File: src/rtl/fetch_r32i.sv
// rtl/fetch_r32i.sv - RV32I instruction fetch: single-outstanding req/ack, instruction FIFO, flush (optional FETCH_ALIGN_CHECK_EN)
module fetch_r32i #(
    parameter int dataW = 32,
    parameter int DEPTH = 2
) (
    input  logic             clock,
    input  logic             reset,
    input  logic [dataW-1:0] ProgAddr,
    input  logic             Flush,
    output logic             PCAdvance,
    output logic             MemReq,
    output logic [dataW-1:0] MemAddr,
    input  logic             MemAck,
    input  logic [dataW-1:0] MemData,
    output logic [dataW-1:0] Instr,
    output logic [dataW-1:0] InstrAddr,
    output logic             InstrValid,
    input  logic             DecodeReady,
    output logic             FetchFault
);
    localparam int PW = $clog2(DEPTH);
    localparam int CW = $clog2(DEPTH) + 1;

    typedef enum logic [1:0] {IDLE, WAIT_ACK, DISCARD, FAULT} state_t;

    state_t           state, state_next;
    logic             req_next;
    logic [dataW-1:0] addr_next;
    logic             push, pop, cand, misaligned, issue;
    logic [CW-1:0]    count, cnt_next;
    logic [PW-1:0]    rd_ptr, wr_ptr;
    logic [dataW-1:0] data_mem [DEPTH];
    logic [dataW-1:0] addr_mem [DEPTH];

    assign push     = MemAck && (state == WAIT_ACK);
    assign pop      = (count != '0) && DecodeReady;
    assign cnt_next = count + CW'(push) - CW'(pop);
    // A new request may go out when idle, or back-to-back on the ack edge, if the FIFO keeps room for it
    assign cand     = !reset && !Flush && (cnt_next < CW'(DEPTH)) && ((state == IDLE) || push);

`ifdef FETCH_ALIGN_CHECK_EN
    logic fault_q, fault_next;
    assign misaligned = (ProgAddr[1:0] != 2'b00);
    assign FetchFault = fault_q;
`else
    assign misaligned = 1'b0;
    assign FetchFault = 1'b0;
`endif

    assign issue      = cand && !misaligned;
    assign PCAdvance  = issue;
    assign InstrValid = (count != '0);
    assign Instr      = data_mem[rd_ptr];
    assign InstrAddr  = addr_mem[rd_ptr];

    // Control state register: FSM state, request handshake and fault flag
    always_ff @(posedge clock or posedge reset) begin
        if (reset) begin
            state   <= IDLE;
            MemReq  <= 1'b0;
            MemAddr <= '0;
`ifdef FETCH_ALIGN_CHECK_EN
            fault_q <= 1'b0;
`endif
        end else begin
            state   <= state_next;
            MemReq  <= req_next;
            MemAddr <= addr_next;
`ifdef FETCH_ALIGN_CHECK_EN
            fault_q <= fault_next;
`endif
        end
    end

    // Next-state logic; Flush overrides everything and an in-flight request is drained via DISCARD
    always_comb begin
        state_next = state;
        req_next   = MemReq;
        addr_next  = MemAddr;
`ifdef FETCH_ALIGN_CHECK_EN
        fault_next = fault_q;
`endif
        if (Flush) begin
`ifdef FETCH_ALIGN_CHECK_EN
            fault_next = 1'b0;
`endif
            case (state)
                WAIT_ACK, DISCARD: begin
                    if (MemAck) begin
                        state_next = IDLE;
                        req_next   = 1'b0;
                    end else begin
                        state_next = DISCARD;
                    end
                end
                default: state_next = IDLE;
            endcase
        end else begin
            case (state)
                IDLE, WAIT_ACK: begin
                    if (state == IDLE || MemAck) begin
                        if (issue) begin
                            state_next = WAIT_ACK;
                            req_next   = 1'b1;
                            addr_next  = ProgAddr;
                        end else if (cand && misaligned) begin
                            state_next = FAULT;
                            req_next   = 1'b0;
`ifdef FETCH_ALIGN_CHECK_EN
                            fault_next = 1'b1;
`endif
                        end else begin
                            state_next = IDLE;
                            req_next   = 1'b0;
                        end
                    end
                end
                DISCARD: begin
                    if (MemAck) begin
                        state_next = IDLE;
                        req_next   = 1'b0;
                    end
                end
                default: ;
            endcase
        end
    end

    // Instruction FIFO: push on ack in WAIT_ACK, pop when decode takes the head, cleared by Flush
    always_ff @(posedge clock or posedge reset) begin
        if (reset) begin
            count  <= '0;
            rd_ptr <= '0;
            wr_ptr <= '0;
            for (int i = 0; i < DEPTH; i++) begin
                data_mem[i] <= '0;
                addr_mem[i] <= '0;
            end
        end else if (Flush) begin
            count  <= '0;
            rd_ptr <= '0;
            wr_ptr <= '0;
        end else begin
            if (push) begin
                data_mem[wr_ptr] <= MemData;
                addr_mem[wr_ptr] <= MemAddr;
                wr_ptr           <= wr_ptr + 1'b1;
            end
            if (pop) begin
                rd_ptr <= rd_ptr + 1'b1;
            end
            count <= cnt_next;
        end
    end
endmodule

File: config.mk
export PLATFORM = sky130hd
export DESIGN_NAME = fetch_r32i
export DESIGN_NICKNAME = d
export VERILOG_FILES = /design/src/rtl/fetch_r32i.sv
export SDC_FILE = /design/constraint.sdc
export NUM_CORES = 1
export LEC_CHECK = 0
export ABC_CLOCK_PERIOD_IN_PS = 7070
export CORE_MARGIN = 3
export CORE_UTILIZATION = 55
export CTS_BUF_LIST = sky130_fd_sc_hd__clkbuf_8
export CTS_CLUSTER_SIZE = 40
export DETAILED_ROUTE_END_ITERATION = 8
export DONT_BUFFER_PORTS = 1
export PLACE_DENSITY = 0.77
export SYNTH_ARGS = -nofsm -noshare
export SYNTH_HDL_FRONTEND = slang
export SYNTH_SLANG_ARGS = --single-unit
File: constraint.sdc
create_clock -name clock -period 7.07 [get_ports clock]
set_input_delay 2.121 -clock clock [delete_from_list [all_inputs] [get_ports clock]]
set_output_delay 2.121 -clock clock [all_outputs]
set_load 0.02 [all_outputs]
==> images/met1.png <==
Bar = 20 um.
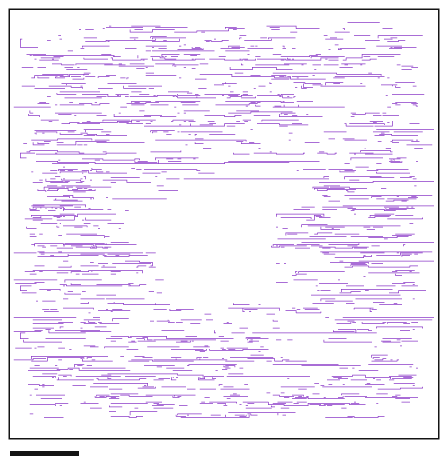
longest straight run = 41.9 um
nets with wire on the layer = 476
met1 GRT Util: 23.5%
Routed Wire Length: 13,700 um
via count: 3,634

==> images/met2.png <==
Bar = 20 um. Cells faint in the background.
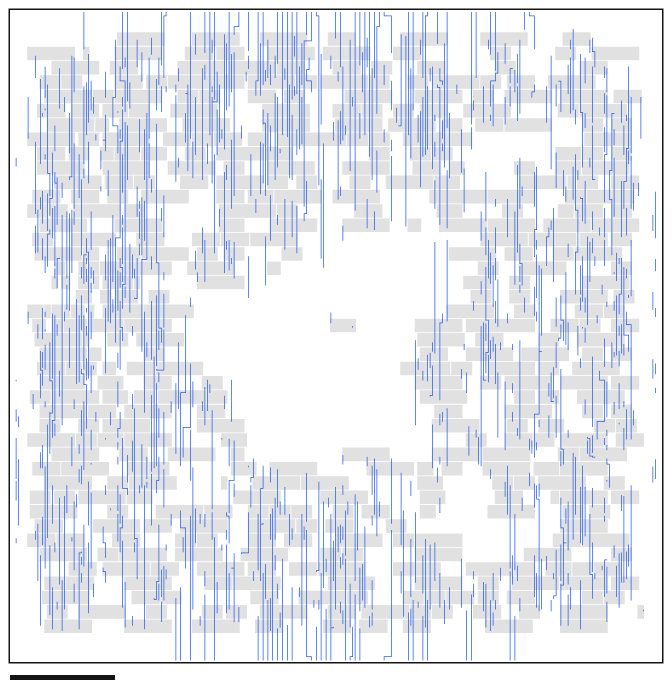
nets with wire on the layer = 505
longest straight run = 39.8 um
main direction = vertical

==> flow_summary_export.csv <==
group,metric,value,unit
placed_design,port_buffers,0,
critical_path,slowest_delay,0.30,ns
job,drv_cap,0,
layout,fillers,1040,
critical_path,crit_path_top_delay_cell,"xnor3_2",
clocking,clock_latency,0.44,ns
route,top_layer,"met4",
layout,nMultiInputCombCells,254,
pwr,p_seq,1.82,mW
critical_path,worstSetupStartpoint,"DecodeReady",
pwr,p_sw,1.48,mW
pwr,p_seq_share,45.3,%
route,drc,0,
layout,n_clock_buffer,21,
layout,final-comb-area,0.00311,mm^2
layout,n_all_buffers,7,
clocking,h-tree-depth,4,
yosys,synth_top_area_share,54.7,%
layout,buf_share,0.657,%
placed_design,pre_cts_ws,1.63,ns
global_route,antenna_found_initial,0,
critical_path,worstPathCellList,"o21a_1 -> ha_1 -> inv_1 -> ha_1 -> xnor3_2 -> o211ai_4 -> inv_1",
outcome,status,"completed",
yosys,synth-main-ff-cell,"dfrtp_1",
yosys,synthArstFlopShare,100,%
pwr,leakagePower,3.83,nW
floorplanning,dieHeight,124,um
final_timing,whs,0.503,ns
route,drt_iter0_markers,170,
hold_path,min_path_type,"reg2reg",
yosys,ys_sh_adder,0.819,%
final_timing,finalSetupViolCount,0,
global_route,grt_usage,18.5,%
final_timing,hold_viol_final,0,
layout,lay_top_cells,"dfrtp_1 (166), mux2_2 (137), mux2_4 (87), clkbuf_8 (21), buf_4 (7)",
yosys,common_cells,"dfrtp_1 (167), mux2_2 (137), mux2_4 (87), buf_12 (9), buf_6 (7)",
floorplanning,die_area,0.0153,mm^2
pwr,p_int,2.53,mW
==> images/met3.png <==
Bar = 20 um. Cells faint in the background.
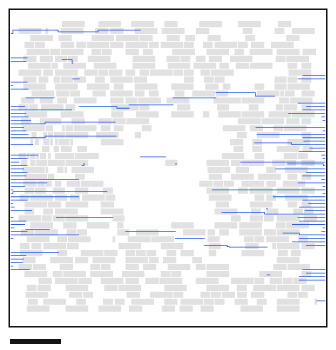
share of all routed wire = 9.0%
main direction = horizontal
longest straight run = 44.1 um
wire length on this layer = 1,230 um

==> images/final_congestion.png <==
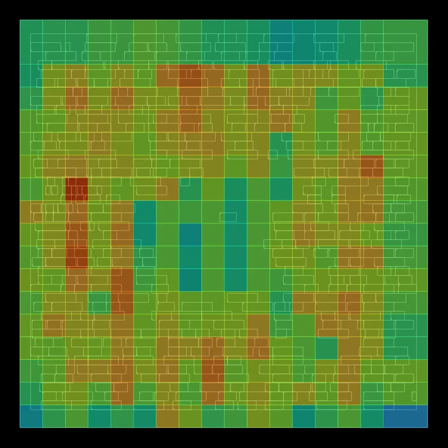
GRT met3 Usage: 7.99%
Top Usage Layer GRT: met2

Power is estimated from default activity; no workload was simulated.
